**config.mk**
```make
export PLATFORM = sky130hd
export DESIGN_NAME = exec_mem_unit
export DESIGN_NICKNAME = d
export VERILOG_FILES = /design/src/rtl/exec_mem_unit.sv
export SDC_FILE = /design/constraint.sdc
export NUM_CORES = 1
export LEC_CHECK = 0
export CAP_MARGIN = 40
export CORE_MARGIN = 8
export CORE_UTILIZATION = 45
export DETAILED_ROUTE_END_ITERATION = 7
export GPL_TIMING_DRIVEN = 0
export PLACE_DENSITY_LB_ADDON = 0.08
export SETUP_SLACK_MARGIN = 0.02
export SLEW_MARGIN = 20
export SYNTH_ARGS = -nofsm -noshare
export SYNTH_HDL_FRONTEND = slang
export SYNTH_SLANG_ARGS = --single-unit
```
**constraint.sdc**
```tcl
create_clock -name clk -period 5.2 [get_ports clk]
set_input_delay 0.52 -clock clk [delete_from_list [all_inputs] [get_ports clk]]
set_output_delay 0.52 -clock clk [all_outputs]
set_load 0.1 [all_outputs]
```
**src/rtl/exec_mem_unit.sv**
```systemverilog
// exec_mem_unit: execute + memory/writeback stage behind the register file.
// Two-stage pipeline (S1 = EX, S2 = WB) with forwarding from both stages,
// word stores into a small local data memory and a combinational debug port.
module exec_mem_unit #(
  parameter int DMEM_DEPTH = 16,
  parameter int DMEM_AW    = 4
) (
  input  logic               clk,
  input  logic               rst,
  input  logic               in_valid,
  input  logic [1:0]         in_op,
  input  logic [4:0]         in_rs1_addr,
  input  logic [4:0]         in_rs2_addr,
  input  logic [31:0]        in_rs1_data,
  input  logic [31:0]        in_rs2_data,
  input  logic [11:0]        in_imm,
  input  logic [4:0]         in_rd,
  input  logic               stall,
  input  logic               flush,
  output logic               in_ready,
  output logic               reg_wr,
  output logic [4:0]         wr_addr,
  output logic [31:0]        wr_din,
  output logic               store_err,
  input  logic [DMEM_AW-1:0] dbg_addr,
  output logic [31:0]        dbg_data
);

  localparam logic [1:0] OP_NOP  = 2'b00;
  localparam logic [1:0] OP_ADDI = 2'b01;
  localparam logic [1:0] OP_ADD  = 2'b10;
  localparam logic [1:0] OP_SW   = 2'b11;

  // S1 (EX) state
  logic        s1_valid_reg;
  logic [1:0]  s1_op_reg;
  logic [4:0]  s1_rd_reg;
  logic [31:0] s1_result_reg;
  logic [31:0] s1_sdata_reg;

  // S2 (WB) state
  logic        s2_valid_reg;
  logic [1:0]  s2_op_reg;
  logic [4:0]  s2_rd_reg;
  logic [31:0] s2_result_reg;

  logic [31:0] dmem [DMEM_DEPTH];

  // Forwarding sources and selected operands, index 0 = rs1, 1 = rs2
  logic [4:0]  src_addr [2];
  logic [31:0] src_data [2];
  logic [31:0] opnd     [2];

  logic        s1_fwd;
  logic        s2_fwd;
  logic [31:0] imm_sext;
  logic [31:0] alu_result_next;
  logic [31:0] sdata_next;
  logic        s1_advance;
  logic        store_fire;
  logic [DMEM_AW-1:0] store_idx;

  assign in_ready = !stall;

  assign s1_fwd = s1_valid_reg && (s1_op_reg == OP_ADDI || s1_op_reg == OP_ADD) && (s1_rd_reg != 5'd0);
  assign s2_fwd = s2_valid_reg && (s2_op_reg == OP_ADDI || s2_op_reg == OP_ADD) && (s2_rd_reg != 5'd0);

  assign src_addr[0] = in_rs1_addr;
  assign src_addr[1] = in_rs2_addr;
  assign src_data[0] = in_rs1_data;
  assign src_data[1] = in_rs2_data;

  // Younger producer (S1) wins over older (S2); rd != 0 keeps r0 unforwarded
  for (genvar gi = 0; gi < 2; gi++) begin : g_fwd
    assign opnd[gi] = (s1_fwd && (s1_rd_reg == src_addr[gi])) ? s1_result_reg :
                      (s2_fwd && (s2_rd_reg == src_addr[gi])) ? s2_result_reg :
                      src_data[gi];
  end

  assign imm_sext = {{20{in_imm[11]}}, in_imm};

  // ALU: result (or store address) and store data for the incoming op
  always_comb begin
    alu_result_next = '0;
    sdata_next      = '0;
    case (in_op)
      OP_ADDI: alu_result_next = opnd[0] + imm_sext;
      OP_ADD:  alu_result_next = opnd[0] + opnd[1];
      OP_SW: begin
        alu_result_next = opnd[0] + imm_sext;
        sdata_next      = opnd[1];
      end
      default: alu_result_next = '0;
    endcase
  end

  // S1 contents move to S2 only when neither held nor killed
  assign s1_advance = !stall && !flush;
  assign store_idx  = s1_result_reg[DMEM_AW+1:2];
  assign store_fire = s1_advance && s1_valid_reg && (s1_op_reg == OP_SW) &&
                      (s1_result_reg[1:0] == 2'b00);

  // S1 register: bubble on flush, hold on stall, otherwise capture input
  always_ff @(posedge clk) begin
    if (rst) begin
      s1_valid_reg  <= 1'b0;
      s1_op_reg     <= OP_NOP;
      s1_rd_reg     <= '0;
      s1_result_reg <= '0;
      s1_sdata_reg  <= '0;
    end else if (flush) begin
      s1_valid_reg  <= 1'b0;
      s1_op_reg     <= OP_NOP;
      s1_rd_reg     <= '0;
      s1_result_reg <= '0;
      s1_sdata_reg  <= '0;
    end else if (!stall) begin
      s1_valid_reg  <= in_valid;
      s1_op_reg     <= in_op;
      s1_rd_reg     <= in_rd;
      s1_result_reg <= alu_result_next;
      s1_sdata_reg  <= sdata_next;
    end
  end

  // S2 register: takes S1 when it advances, a cleared bubble otherwise
  always_ff @(posedge clk) begin
    if (rst || !s1_advance || !s1_valid_reg) begin
      s2_valid_reg  <= 1'b0;
      s2_op_reg     <= OP_NOP;
      s2_rd_reg     <= '0;
      s2_result_reg <= '0;
    end else begin
      s2_valid_reg  <= 1'b1;
      s2_op_reg     <= s1_op_reg;
      s2_rd_reg     <= s1_rd_reg;
      s2_result_reg <= s1_result_reg;
    end
  end

  // Data memory: cleared by reset, written by an aligned SW leaving S1
  always_ff @(posedge clk) begin
    if (rst) begin
      for (int i = 0; i < DMEM_DEPTH; i++) begin
        dmem[i] <= '0;
      end
    end else if (store_fire) begin
      dmem[store_idx] <= s1_sdata_reg;
    end
  end

  assign dbg_data = dmem[dbg_addr];

  // S2 registers are zeroed on bubbles, so address/data need no extra gating
  assign reg_wr    = s2_fwd;
  assign wr_addr   = s2_rd_reg;
  assign wr_din    = s2_result_reg;
  assign store_err = s2_valid_reg && (s2_op_reg == OP_SW) && (s2_result_reg[1:0] != 2'b00);

endmodule

```
Fig. 1: run 1, zoomed window
Region (122, 67) to (152, 97) um. Cells in gray, sequential cells in the stronger gray; small squares are vias.
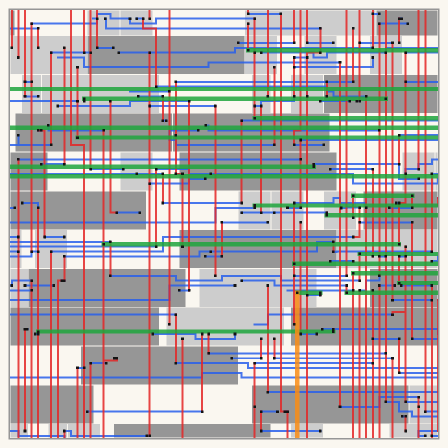
Key: M3 = green; M4 = orange; M2 = red; M1 = blue
Most frequent: edfxtp_1 (13), and2_1 (12), mux4_2 (5). Sequential cells in the window: 13. 34 logic cells have their middle in the window. Netlist names of flops here include dmem (13).

Fig. 2: run 1, routing congestion map
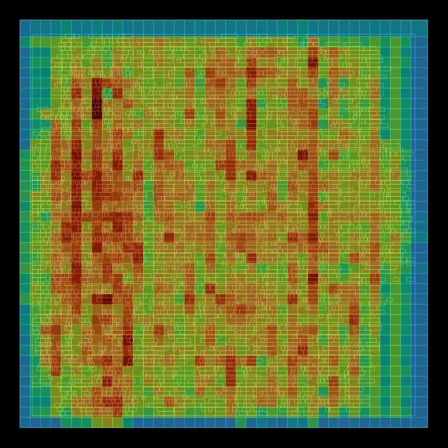
GR Util met1: 30.32%
busiest layer in global routing: met2

Fig. 3: run 1, routed metal per tile
Scale: 1.5 px per um. The die is cut into 27 by 27 equal tiles; white is low, dark blue is high, scaled to the fullest tile. Values are wire area over tile area, all layers added.
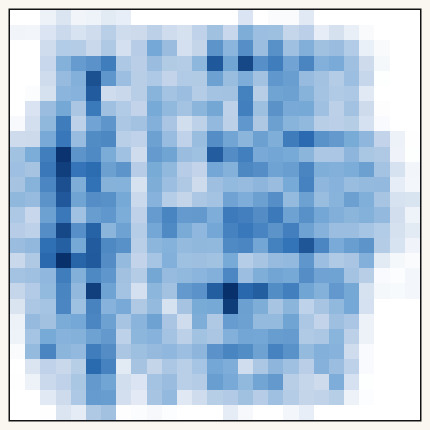
The densest ninth of the die: left middle. The emptiest ninth of the die: bottom right. 27% of the tiles are over half the peak. The fullest tile reaches 0.51.

==> flow_metrics.tcl, run 1 <==
# flow metrics
set metrics [dict create \
    met1Wirelength_um 36070 \
    clockBufferDepth 3 \
    min_period_over_period_pct 95.29 \
    cts.sinks 624 \
    path_depth 18 \
    dp_slack_ns -0.6313 \
    largest_reg_flops 512 \
    path_class "flop to flop" \
    path_cells "or3_1 > o311a_2 > and4_1 > buf_6 > buf_2 > mux2i_1 > a21oi_1 > mux2_2 > ha_1 > a21oi_1 > nor2_1 > a211oi_1 > a21boi_4 > o31a_1 > o21bai_1 > a21boi_0 > or3_1 > a32o_1" \
    nonClkBufAreaFrac_pct 11.23 \
    synth.ff_latch_count 624 \
    r2r_slack_ns 0.24 \
    p_int_mw 8.907 \
    logic_family "multiplexers" \
    taps 864 \
    setup_ws_ns 0.2447 \
    adder_share_pct 1.452 \
    antenna_found_initial 2 \
    fmax_mhz 201.8 \
    dpl_cell_area_mm2 0.03429 \
    hold_path_end "s1_result_reg[31]" \
    grt_overflow_total 0 \
    grt_pass1_wl_um 128900 \
    p_sw_share_pct 24.39 \
    inverters 11 \
    hold_class "flop to flop" \
    seq_cell_count 624 \
    n_all_buffers 456 \
    arrival_ns 5.44 \
    seq_power_share_pct 47.4 \
    async_reset_ff_share_pct 0 \
    yosys-top-cells-count "and2_1 (551), edfxtp_1 (512), mux4_2 (160)" \
    place.detailed.hpwl_um 62770 \
    layout_top_cell "and2_1" \
    vias_per_cell 5.541 \
    holdPathStages 2 \
    power-top-group "sequential cells" \
    p_clk_share_pct 40.5 \
    critical_path.top_delay_family "AND-OR/OR-AND gates" \
    routed.top_layer "met4" \
    htreeDepth 3 \
    tritoncts "done" \
    grt_pass1_vias 20190 \
    clk_share_pct 5.987 \
    cts-resized-gates 3 \
    end_kind "flop" \
    fp_nets 2325 \
    mi_logic_area_mm2 0.01156 \
    utilization_pct 55.79 \
    syn2layout_area_growth_pct 22.78 \
    syn_area_per_cell_um2 13.62 \
    grt.total_usage_pct 22.99 \
    comb_share_pct 31.59 \
    yosys.area_share.simple_pct 15.49 \
    grt_use_met2_pct 38.48 \
    p_sw_mw 2.873 \
    critPathMaxStageDelay_ns 0.48 \
    regArea_mm2 0.01762 \
    synth.top_cell.area_share_pct 51.56 \
    power_frac_comb_pct 12.1 \
    drcViolationCount 0 \
    core_mm2 0.06563 \
    ys_seq_share_pct 59.08 \
    xor_share_pct 1.292 \
    io_pins 174 \
    final_cell_area_mm2 0.03661 \
    power_clock_mw 4.77 \
    outcome "finished clean" \
    warnings 26 \
    dieHeight_um 273.4 \
    antennaDiodeCount 1 \
    finalPower_mw 11.78 \
    num_rows 94 \
    stdcell_count 3464 \
    globalRouteMet3Util_pct 4.000 \
    chipWidth_um 273.4 \
    routed_wl_um 85970 \
    layout_top_cells "and2_1 (551), edfxtp_1 (512), clkdlybuf4s50_1 (169)" \
    cts.clk_slew.worst_paths_ns 0.06 \
    yosysWarnings 0 \
    dieArea_mm2 0.07476 \
    postCtsHoldBufs 0 \
    top_cells_by_area "edfxtp_1 (52%), mux4_2 (12%), and2_1 (12%)" \
    p_leak_nw 13.67 \
    cts-root-buf "clkbuf_16" \
    synth_area_leader_cell "edfxtp_1" \
    critPathLaunchType "flop" \
    critPathCapture "s1_result_reg[19]" \
    required_ns 5.69 \
    critPathMaxFanout 10 \
    whs_ns 0.4820 \
    finalSetupTns_ns 0 \
    wl_per_cell_um 24.82 \
]
==> inputs of run 2 (changes only) <==
--- a/config.mk
+++ b/config.mk
@@ -10,7 +10,6 @@
 export CORE_UTILIZATION = 45
 export DETAILED_ROUTE_END_ITERATION = 7
 export GPL_TIMING_DRIVEN = 0
-export PLACE_DENSITY_LB_ADDON = 0.08
 export SETUP_SLACK_MARGIN = 0.02
 export SLEW_MARGIN = 20
 export SYNTH_ARGS = -nofsm -noshare
Fig. 4: run 2, selected gate families
Scale: 2 px per um.
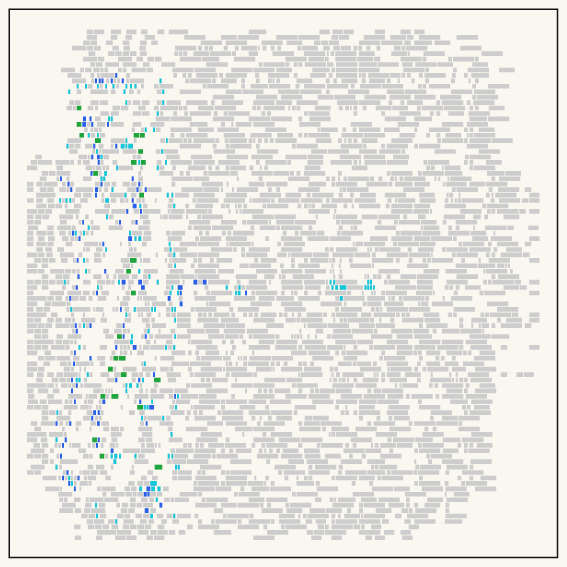
Key: nand cells = blue [cells 100, where a vertical strip on the left]; nor cells = cyan [cells 143]; non-inverting ao/oa cells = green [cells 26]
most used logic cell in the final layout: and2_1
post-route insts no fill: 3454

==> run 2 against run 1 <==
Net effect:
- worst setup slack worse by 0.075 ns
- highest routed layer unchanged
- via count down 0.25%
- global-route usage down 0.57 points
- sequential cell count unchanged
- sequential power about the same
- cell count down 0.29%
- critical path type unchanged
==> flow_metrics.tcl, run 2 <==
# flow metrics
set metrics [dict create \
    outcome "finished clean" \
    slew_headroom_pct 39.34 \
    fp_nets 2325 \
    p_sw_share_pct 24.30 \
    inverters 11 \
    seq_cell_count 624 \
    post_cts_buffers 3 \
    logic_family "multiplexers" \
    xor_share_pct 1.292 \
    end_kind "flop" \
    antenna_left 0 \
    numCtsBuffers 69 \
    p_leak_nw 13.63 \
    drv_slew 0 \
    yosys.area_share.simple_pct 15.49 \
    ys.flop_type "edfxtp_1" \
    postCtsHoldBufs 0 \
    holdPathStages 2 \
    p_clk_share_pct 40.0 \
    power_clock_mw 4.66 \
    grt_pass1_wl_um 125500 \
    num_rows 94 \
    syn2layout_area_growth_pct 22.59 \
    arrival_ns 5.48 \
    cts.clk_slew.worst_paths_ns 0.06 \
    ys_area_mm2 0.02982 \
    dr.pass1.iters 7 \
    fillCellCount 5361 \
    seq_area_share_pct 48.19 \
    place.detailed.hpwl_um 61860 \
    crit_buf_inv 2 \
    fp-utilization_pct 45.44 \
    final_cell_area_mm2 0.03655 \
    warnings 26 \
    mi_logic_area_mm2 0.01156 \
    ys_seq_share_pct 59.08 \
    cts.sinks 624 \
    critPathMaxStageDelay_ns 0.50 \
    io_pins 174 \
    seq_power_share_pct 47.9 \
    hold_class "flop to flop" \
    worst_pin_slew_ns 0.9099 \
    synth.top_cell.area_share_pct 51.56 \
    finalPower_mw 11.67 \
    core_mm2 0.06563 \
    power_frac_comb_pct 12.2 \
    path_depth 18 \
    antennaDiodeCount 0 \
    setup_ws_ns 0.1693 \
    met1_usage_pct 30.16 \
    min_period_over_period_pct 96.74 \
    finalSetupTns_ns 0 \
    critPathCapture "s1_result_reg[29]" \
    edf_count 512 \
    adder_share_pct 1.452 \
    grt_overflow_total 0 \
    ys_cells 2189 \
    routed.top_layer "met4" \
    top_cells_by_area "edfxtp_1 (52%), mux4_2 (12%), and2_1 (12%)" \
    synth_area_leader_cell "edfxtp_1" \
    peakVddDrop_uv 221.7 \
    p_per_area_mw_per_mm2 319.3 \
    nClkBuffers 93 \
    clk_share_pct 5.819 \
    dieHeight_um 273.4 \
    routed_wl_um 84380 \
    n_multi_input_combinational_cell 1384 \
    dpl_cell_area_mm2 0.03433 \
    critical_path.top_delay_family "AND-OR/OR-AND gates" \
    io_buffers 169 \
    gp_congestion 0.9067 \
    grt_pass1_vias 19690 \
    clockBufferDepth 3 \
    period_needed_ns 5.031 \
    hold_path_end "s1_result_reg[31]" \
    cts-resized-gates 4 \
    critPathLaunchType "flop" \
    regArea_mm2 0.01762 \
    maxCapViolCount 0 \
    synth.ff_latch_count 624 \
    dp_slack_ns -0.7685 \
    wl_met2_um 40800 \
    htreeDepth 3 \
    drcViolationCount 0 \
    largest_reg_flops 512 \
    busiest_layer "met2" \
    syn_area_per_cell_um2 13.62 \
    whs_ns 0.4812 \
    timing.rr.start "wr_addr[0]" \
    dp.cells 3326 \
    dieArea_mm2 0.07476 \
    r2r_slack_ns 0.17 \
    taps 864 \
    synth.mux.area_fraction_pct 15.67 \
    met1Wirelength_um 35660 \
    async_reset_ff_share_pct 0 \
    grt_max_degree 25 \
    power-top-group "sequential cells" \
    required_ns 5.65 \
    rr_worst_depth 18 \
    cts-root-buf "clkbuf_16" \
    n_all_buffers 449 \
    yosysWarnings 0 \
    clock_skew_ns 0.01990 \
    chipWidth_um 273.4 \
    critPathSlowestCell "a2111oi_2" \
    antenna_found_initial 0 \
    clk_latency_ns 0.60 \
    path_cells "or3_1 > o311a_2 > and4_1 > buf_6 > buf_2 > mux2i_1 > a21oi_1 > mux2_2 > ha_1 > a2111oi_2 > o2111ai_1 > and3_1 > and3_1 > a31oi_4 > o311ai_0 > a21oi_1 > xor2_1 > o21ai_0" \
    comb_share_pct 31.62 \
    vias_per_cell 5.543 \
    p_sw_mw 2.836 \
    layout_top_cells "and2_1 (551), edfxtp_1 (512), clkdlybuf4s50_1 (169)" \
    syn_inst 2189 \
    yosys-top-cells-count "and2_1 (551), edfxtp_1 (512), mux4_2 (160)" \
    p_int_mw 8.835 \
    path_class "flop to flop" \
    nonClkBufAreaFrac_pct 11.30 \
    fmax_mhz 198.8 \
    critPathMaxFanout 10 \
    critPathLaunch "wr_addr[0]" \
    vias 19150 \
    tritoncts "done" \
]
Fig. 5: run 2, routing congestion map
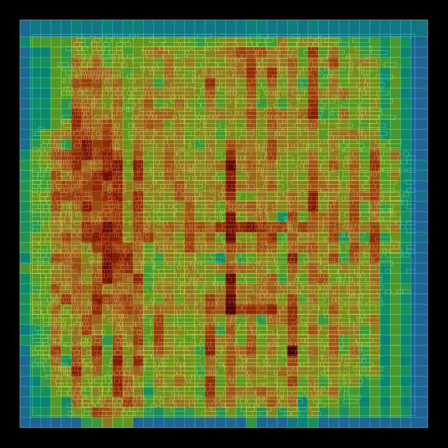
met3 usage: 4.288%
WL/cell: 24.43 um
met2 GRT Util: 37.36%
total track usage: 22.42%
post-layout util: 55.70%

No activity file was given, so power comes from the tool's default toggle rates.
